### Zoomed window, run 1

Bar = 10 µm. Window x 27 to 67, y 8 to 48 µm. Cells in gray, sequential cells in the stronger gray; small squares are vias.
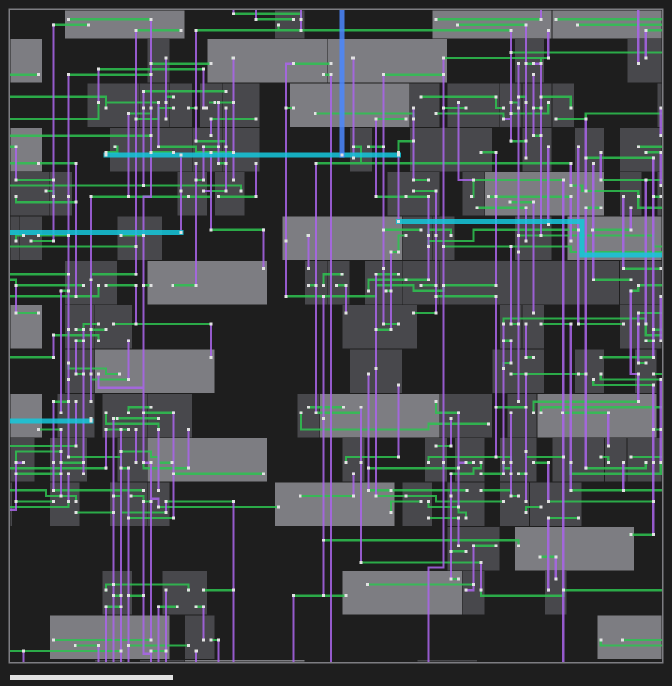
### The metal 1 layer, run 1

Bar = 20 µm. Supply wires on this layer in gray.
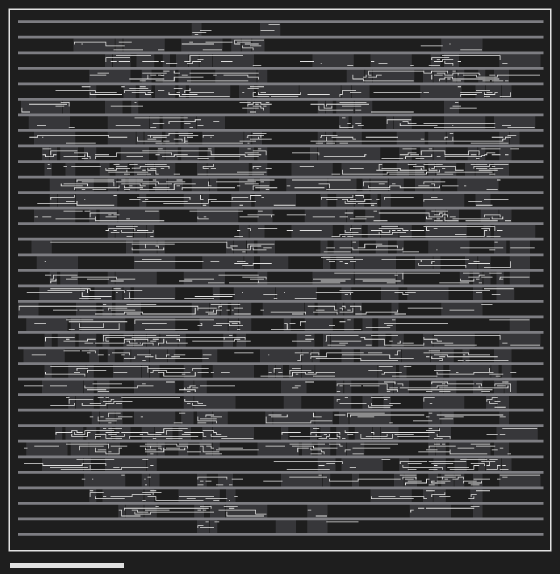
### Cells by drive strength, run 1

Bar = 20 µm.
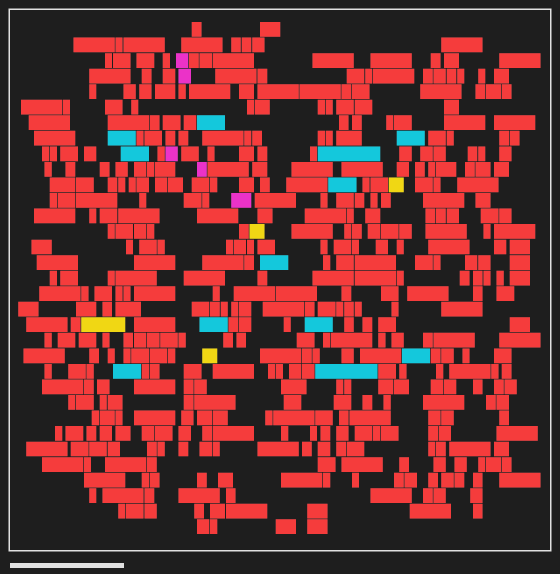
===== src/rtl/input_debouncer.sv =====
// input_debouncer: four-channel front-panel debouncer.
// Buttons also emit a one-cycle pulse on each debounced press.
module input_debouncer #(
    parameter int DEBOUNCE_CYCLES = 1_000_000,
    parameter int CNT_W           = $clog2(DEBOUNCE_CYCLES)
) (
    input  logic clock,
    input  logic reset,
    input  logic sync_play_button,
    input  logic sync_record_button,
    input  logic sync_play_track_switch,
    input  logic sync_record_track_switch,
    output logic play_level,
    output logic record_level,
    output logic play_pressed,
    output logic record_pressed,
    output logic play_track,
    output logic record_track
);

    localparam int NCH = 4;
    localparam logic [CNT_W-1:0] CNT_MAX = CNT_W'(DEBOUNCE_CYCLES - 1);

    // channel order: play button, record button, play switch, record switch
    logic [NCH-1:0]   raw;
    logic [NCH-1:0]   stable;
    logic [NCH-1:0]   stable_nxt;
    logic [CNT_W-1:0] cnt     [NCH];
    logic [CNT_W-1:0] cnt_nxt [NCH];

    assign raw = {sync_record_track_switch, sync_play_track_switch,
                  sync_record_button, sync_play_button};

    // Count consecutive samples that disagree with the debounced value.
    always_comb begin
        stable_nxt = stable;
        for (int i = 0; i < NCH; i++) begin
            cnt_nxt[i] = '0;
            if (raw[i] != stable[i]) begin
                if (cnt[i] == CNT_MAX)
                    stable_nxt[i] = raw[i];
                else
                    cnt_nxt[i] = cnt[i] + 1'b1;
            end
        end
    end

    // Register channel state and the press pulses.
    always_ff @(posedge clock) begin
        if (reset) begin
            stable         <= '0;
            play_pressed   <= 1'b0;
            record_pressed <= 1'b0;
            for (int i = 0; i < NCH; i++)
                cnt[i] <= '0;
        end else begin
            stable         <= stable_nxt;
            play_pressed   <= stable_nxt[0] & ~stable[0];
            record_pressed <= stable_nxt[1] & ~stable[1];
            for (int i = 0; i < NCH; i++)
                cnt[i] <= cnt_nxt[i];
        end
    end

    assign play_level   = stable[0];
    assign record_level = stable[1];
    assign play_track   = stable[2];
    assign record_track = stable[3];

endmodule


===== config.mk =====
export PLATFORM = sky130hd
export DESIGN_NAME = input_debouncer
export DESIGN_NICKNAME = d
export VERILOG_FILES = /design/src/rtl/input_debouncer.sv
export SDC_FILE = /design/constraint.sdc
export NUM_CORES = 1
export LEC_CHECK = 0
export ABC_CLOCK_PERIOD_IN_PS = 4350
export CAP_MARGIN = 20
export CORE_UTILIZATION = 45
export CTS_CLUSTER_SIZE = 25
export DETAILED_ROUTE_END_ITERATION = 7
export RECOVER_POWER = 25
export SYNTH_ARGS = -nofsm -noshare
export SYNTH_HDL_FRONTEND = slang
export SYNTH_SLANG_ARGS = --single-unit

===== constraint.sdc =====
create_clock -name clock -period 4.35 [get_ports clock]
set_clock_uncertainty 0.1 [all_clocks]
set_input_delay 0.87 -clock clock [delete_from_list [all_inputs] [get_ports clock]]
set_output_delay 0.87 -clock clock [all_outputs]
set_load 0.005 [all_outputs]

==> notes.md, run 1 <==
impl run done, here's what came out: status=finished, final reports clean, Synth Cell Area=3852 µm², wire length per cell=12.41 µm, pwr/cell area=334.2 nW/µm², CTS Root Cell=clkbuf_8, Max Clk Rate=394.4 MHz, Final Max Slew Viols=0, Final min period=2.535 ns, insertion delay to the later sink of the worst-skew pair=0.35 ns, VDD IR max=177.4 µV, I/O pins=12, Ant. Diodes=0, Post-synth EDFFs=0, post-CTS setup buffers=0, largest family of logic cells by area=simple AND/OR/NAND/NOR gates, Final GP Congestion=0.7170, Critical Path Most Common Cell=nor2_1, Die Y=94.53 µm, Post-Synth XOR/XNOR Area=11.59%, sequential area share after synthesis=44.69%, layout clock buffer count=10, gr ovfl total=0, worst hold start=cnt[2][0], crit path DAT=2.63 ns, vias per inst=5.387, Slowest Stage Delay on Critical Path=0.78 ns, number of global-route vias before repair=2883, Comb power frac=2.1%, hold worst-path end=cnt[2][0], Reg-to-Reg Start=cnt[1][0], Max-Cap Viols=0, ao+oa area frac=8.639%, CP max-delay cell=dlygate4sd3_1, clock share of power=42.2%, Flop Count=86, WP data required=4.45 ns
Back to the opening pictures, 'Zoomed window':
Key: purple = met2; cyan = met3; blue = met4; green = met1
99 logic cells have their middle in the window. Most frequent: dfxtp_1 (19), nor2_1 (14). Sequential cells in the window: 19. Netlist names of flops here include cnt (16), stable (2).

Back to the opening pictures, 'The metal 1 layer':
The layer carries 3570 µm of wire. The wires run mostly horizontal. The longest straight run is 33.6 µm. 448 nets have wire on it. The layer holds 50% of the routed length.
drt total wl: 7.122 mm
met1 GRT Util: 21.59%
routed vias: 3092

Back to the opening pictures, 'Cells by drive strength':
Key: red = drive 1 or less [cells 448]; magenta = drive 2 [cells 5]; cyan = drive 6 and up [cells 12]; yellow = drive 3 to 4 [cells 4]

==> run 1: how the worst max path moves through the flow <==
stage          slack (ns)      start           end  cells after the start
6_report             1.81      reset     cnt[1][8]                      5
5_1_grt              1.67      reset     cnt[1][2]                      5
4_1_cts              2.06  stable[1]  record_level                      1
3_5_place_dp         1.72      reset    cnt[0][12]                      5
3_3_place_gp         1.76      reset     cnt[0][2]                      5
2_1_floorplan        2.33  cnt[2][0]    cnt[2][18]                      6
==> run 1: state kept, by name, indices dropped and copies added (netlist names) <==
name	cells
play_pressed	1
stable	4
cnt	80
record_pressed	1
==> run 1: cells in the mapped netlist (2+ instances only) <==
library cell   n  area [µm²]
and3_1         6       37.54
nor2_1        64       240.2
clkbuf_1      12       45.04
a21oi_1       29       145.1
nand4_1       18       112.6
xor2_1        21       183.9
buf_2          3       15.01
or3_1         23       143.9
nor3_1         8       40.04
and4_1         4       35.03
or4_1         16       120.1
nand2_1       25       93.84
nor4_1        10       62.56
and2_1         2       12.51
nand3_1       28       140.1
o21ai_1        2       10.01
o21ai_0       22       110.1
o31ai_1        9       67.56
nor4b_1        3       26.28
inv_1         18       67.56
or2_2          3       18.77
xnor2_1       30       262.8
dfxtp_1       86        1722
or4b_1         2       20.02
ha_1           4       50.05
==> run 1: routing by layer <==
layer  up-vias  global-route usage, %  routed length (µm)  share of wire, %
li1       1633                      -                   -                 -
met1      1425                  21.59                3568                50
met2        29                  29.89                3293                46
met3         5                  4.992                 203               2.9
met4         0                  5.177                  57              0.80
met5         -                      0                   0                 0
==> run 1: power by group through the flow <==
stage | combinational, µW | sequential, µW | clock [µW]
floorplan | 19.8 | 812 | 0
global placement | 31.7 | 812 | 0
detailed placement | 32.2 | 813 | 0
CTS | 32.3 | 794 | 625
global route | 35.2 | 795 | 652
finish | 30.3 | 794 | 601
### Met2 routing, run 1

Bar = 20 µm.
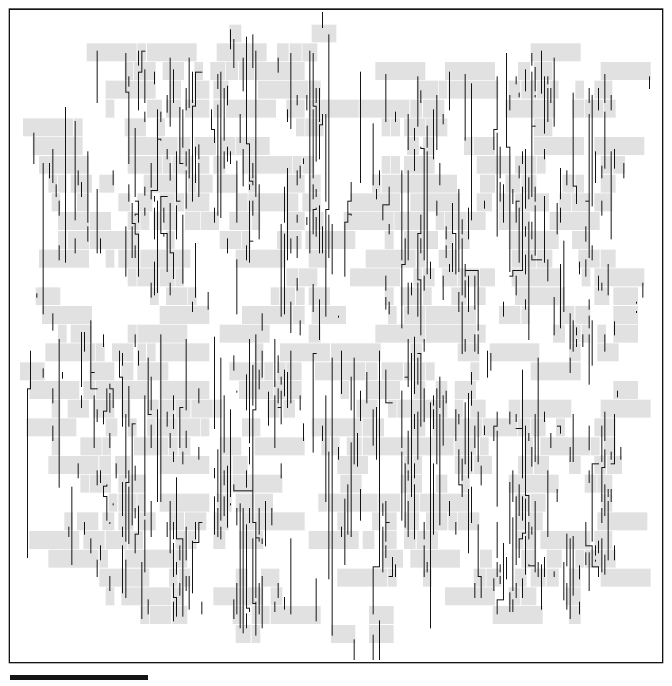

## Run 2: what changed since run 1
--- a/config.mk
+++ b/config.mk
@@ -5,7 +5,7 @@
 export SDC_FILE = /design/constraint.sdc
 export NUM_CORES = 1
 export LEC_CHECK = 0
-export ABC_CLOCK_PERIOD_IN_PS = 4350
+export ABC_CLOCK_PERIOD_IN_PS = 2630
 export CAP_MARGIN = 20
 export CORE_UTILIZATION = 45
 export CTS_CLUSTER_SIZE = 25
==> constraint.sdc (replaced) <==
create_clock -name clock -period 2.63 [get_ports clock]
set_clock_uncertainty 0.1 [all_clocks]
set_input_delay 0.526 -clock clock [delete_from_list [all_inputs] [get_ports clock]]
set_output_delay 0.526 -clock clock [all_outputs]
set_load 0.005 [all_outputs]
### Met2 routing, run 2

Bar = 20 µm.
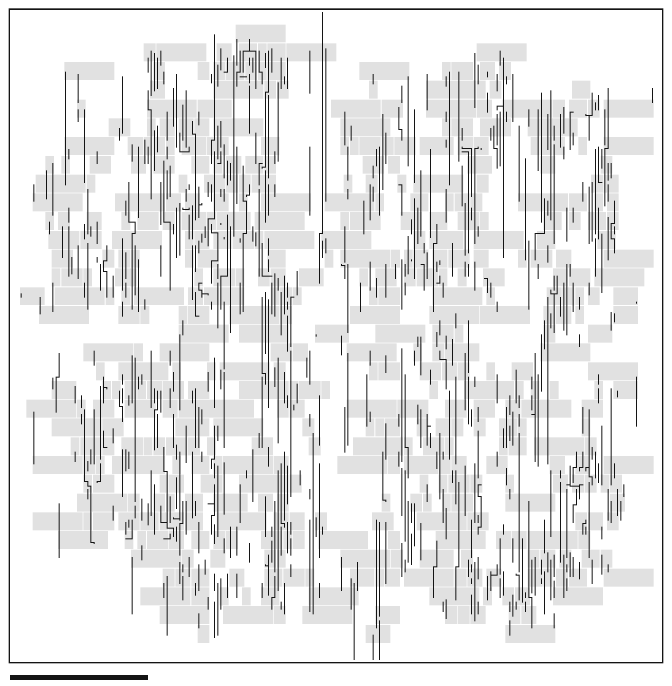
The layer carries 3160 µm of wire. 392 nets have wire on it.

==> run 2 against run 1 <==
Synthesized cell count unchanged. Flip-flop count unchanged. Clock power increased by 58%. Largest power group unchanged.
==> notes.md, run 2 <==
impl run done, here's what came out: Syn Inst Count=455, Area leader share=44.69% (unchanged), Crit Path Class=flop to flop, Top Layer Used=met4, sequential area share after synthesis=44.69% (unchanged), Final GP Congestion=0.7381 (+2.9%), fin util=51.74%, Place WS=0.4325 ns, share of cells above drive strength 1=5.074%, Reg with most FFs=cnt, Post-synth top cells=dfxtp_1, nor2_1, xnor2_1, Post-Synth XOR/XNOR Area=11.59% (unchanged), WP data required=2.81 ns (-1.64 ns), Routed met1 length=3.605 mm (+1.0%), ao+oa area frac=8.639% (unchanged), insertion delay to the later sink of the worst-skew pair=0.36 ns (about the same), DIE AREA=8935 µm², routed vias=3133 (+1.3%), largest family of logic cells by area=simple AND/OR/NAND/NOR gates, Cell area leaders=dfxtp_1, xnor2_1, nor2_1, Max Clk Rate=467.0 MHz, Num Clock Sinks=86, gr ovfl total=0 (unchanged), final cell area excluding filler cells=4273 µm², Synth Cell Area=3852 µm² (unchanged), Max-Cap Viols=0 (unchanged), Die Y=94.53 µm (unchanged), wire length per cell=12.25 µm (-1.2%), FP Rows=33, drt drc=0, first-pass GRT wire length=12.22 mm, vias per inst=5.420 (+0.62%), I/O pins=12 (unchanged), CTS Root Cell=clkbuf_8, Final Max Slew Viols=0 (unchanged), drt total wl=7.083 mm (-0.55%), Final min period=2.142 ns, met1 GRT Util=22.23% (+0.64 points), wire length on met3=221 µm (+8.9%), FFs w/ async S/R, synth=0%, Post-synth EDFFs=0 (unchanged), Final setup viols=0, area grow syn2layout=10.91%, I/O Buffers=11, GR Util met3=3.462% (-1.5 points), Dominant flop cell=dfxtp_1, Met2 Routed Length=3.156 mm (-4.2%), pwr/cell area=542.3 nW/µm² (+62%), VDD IR max=232.1 µV (+31%), status=finished, final reports clean, Largest regs=cnt (80), stable (4), Ant. Diodes=0 (unchanged), post-CTS setup buffers=0 (unchanged), GR Util met2=27.78% (-2.1 points), cell with the most instances after synthesis=dfxtp_1, gr busiest metal=met2, CORE AREA=8258 µm², number of global-route vias before repair=2837 (-1.6%), crit path DAT=2.32 ns (-0.31 ns), Post-DP Area=4079 µm², hold-fix buffers at CTS=0, max FFs per register=80 (unchanged), dominant cell type by area after synthesis=dfxtp_1
### Zoomed window, run 2

Bar = 10 µm. Window x 27 to 67, y 8 to 48 µm. Cells in gray, sequential cells in the stronger gray; small squares are vias.
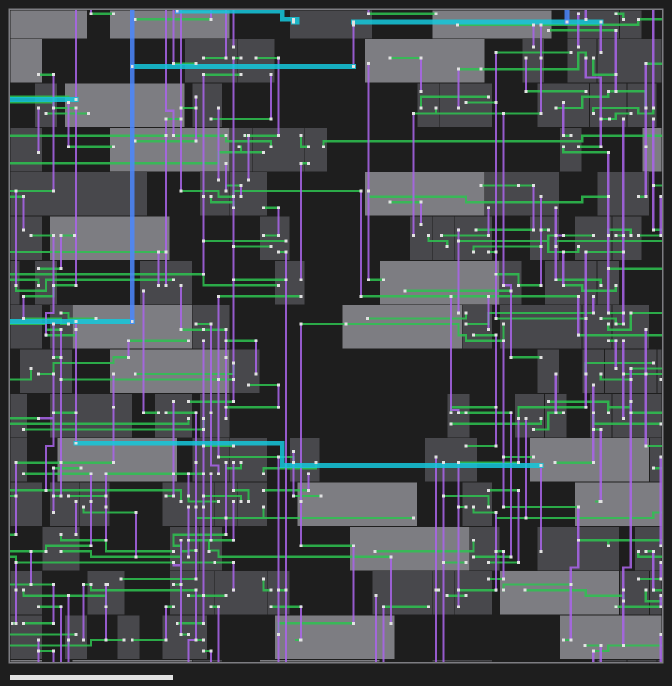

==> run 2: cell counts after synthesis <==
No cell type changed its count.
==> run 2: final timing paths <==
path / end / slack [ns] / cells past startpoint / from
setup / recovery: cnt[1][17] / 0.49 / 4 / cnt[1][2]
setup reg to reg: cnt[1][17] / 0.49 / 4 / cnt[1][2]
hold reg to reg: cnt[0][0] / 0.37 / 1 / cnt[0][0]
hold / removal: cnt[0][0] / 0.37 / 1 / cnt[0][0]
==> run 2: cell families (layout without fill, tap and decap cells) <==
family | count (synthesis) | in the layout
and+or+nand+nor | 219 | 219
DFF | 86 | 86
AOI/OAI and AO/OA | 62 | 62
xor gates and xnor gates | 51 | 51
buffers and inverters | 33 | 51
adders and majority gates | 4 | 4
==> run 2: layout make-up <==
class	instances	area share [%]
timing repair buffer	17	3.309
tap	105	3.075
sequential	86	40.29
inverter	18	1.581
clock inverter	6	1.640
multi-input combinational	336	46.88
clock buffer	10	3.221
==> run 2: through the flow <==
step                      power [µW]  instances  hold WS [ns]
after floorplan                 1375        455        0.3263
after global routing            2409        578        0.3897
final                           2317        578        0.3656
after CTS                       2364        578        0.3740
after global placement          1399        562        0.3391
after detailed placement        1400        562        0.3496
==> run 2: critical path, stage by stage, from the launching register on <==
cell and delay [ns]:
dfxtp_1 0.48, nand4_4 0.16, or4_1 0.68, or4_1 0.51, a21oi_1 0.15
==> run 2: where the power goes <==
group,switching (µW),internal [µW]
registers,5.82,1310
clock network,483,469
logic,33.7,18.9
No activity file was given, so power comes from the tool's default toggle rates.
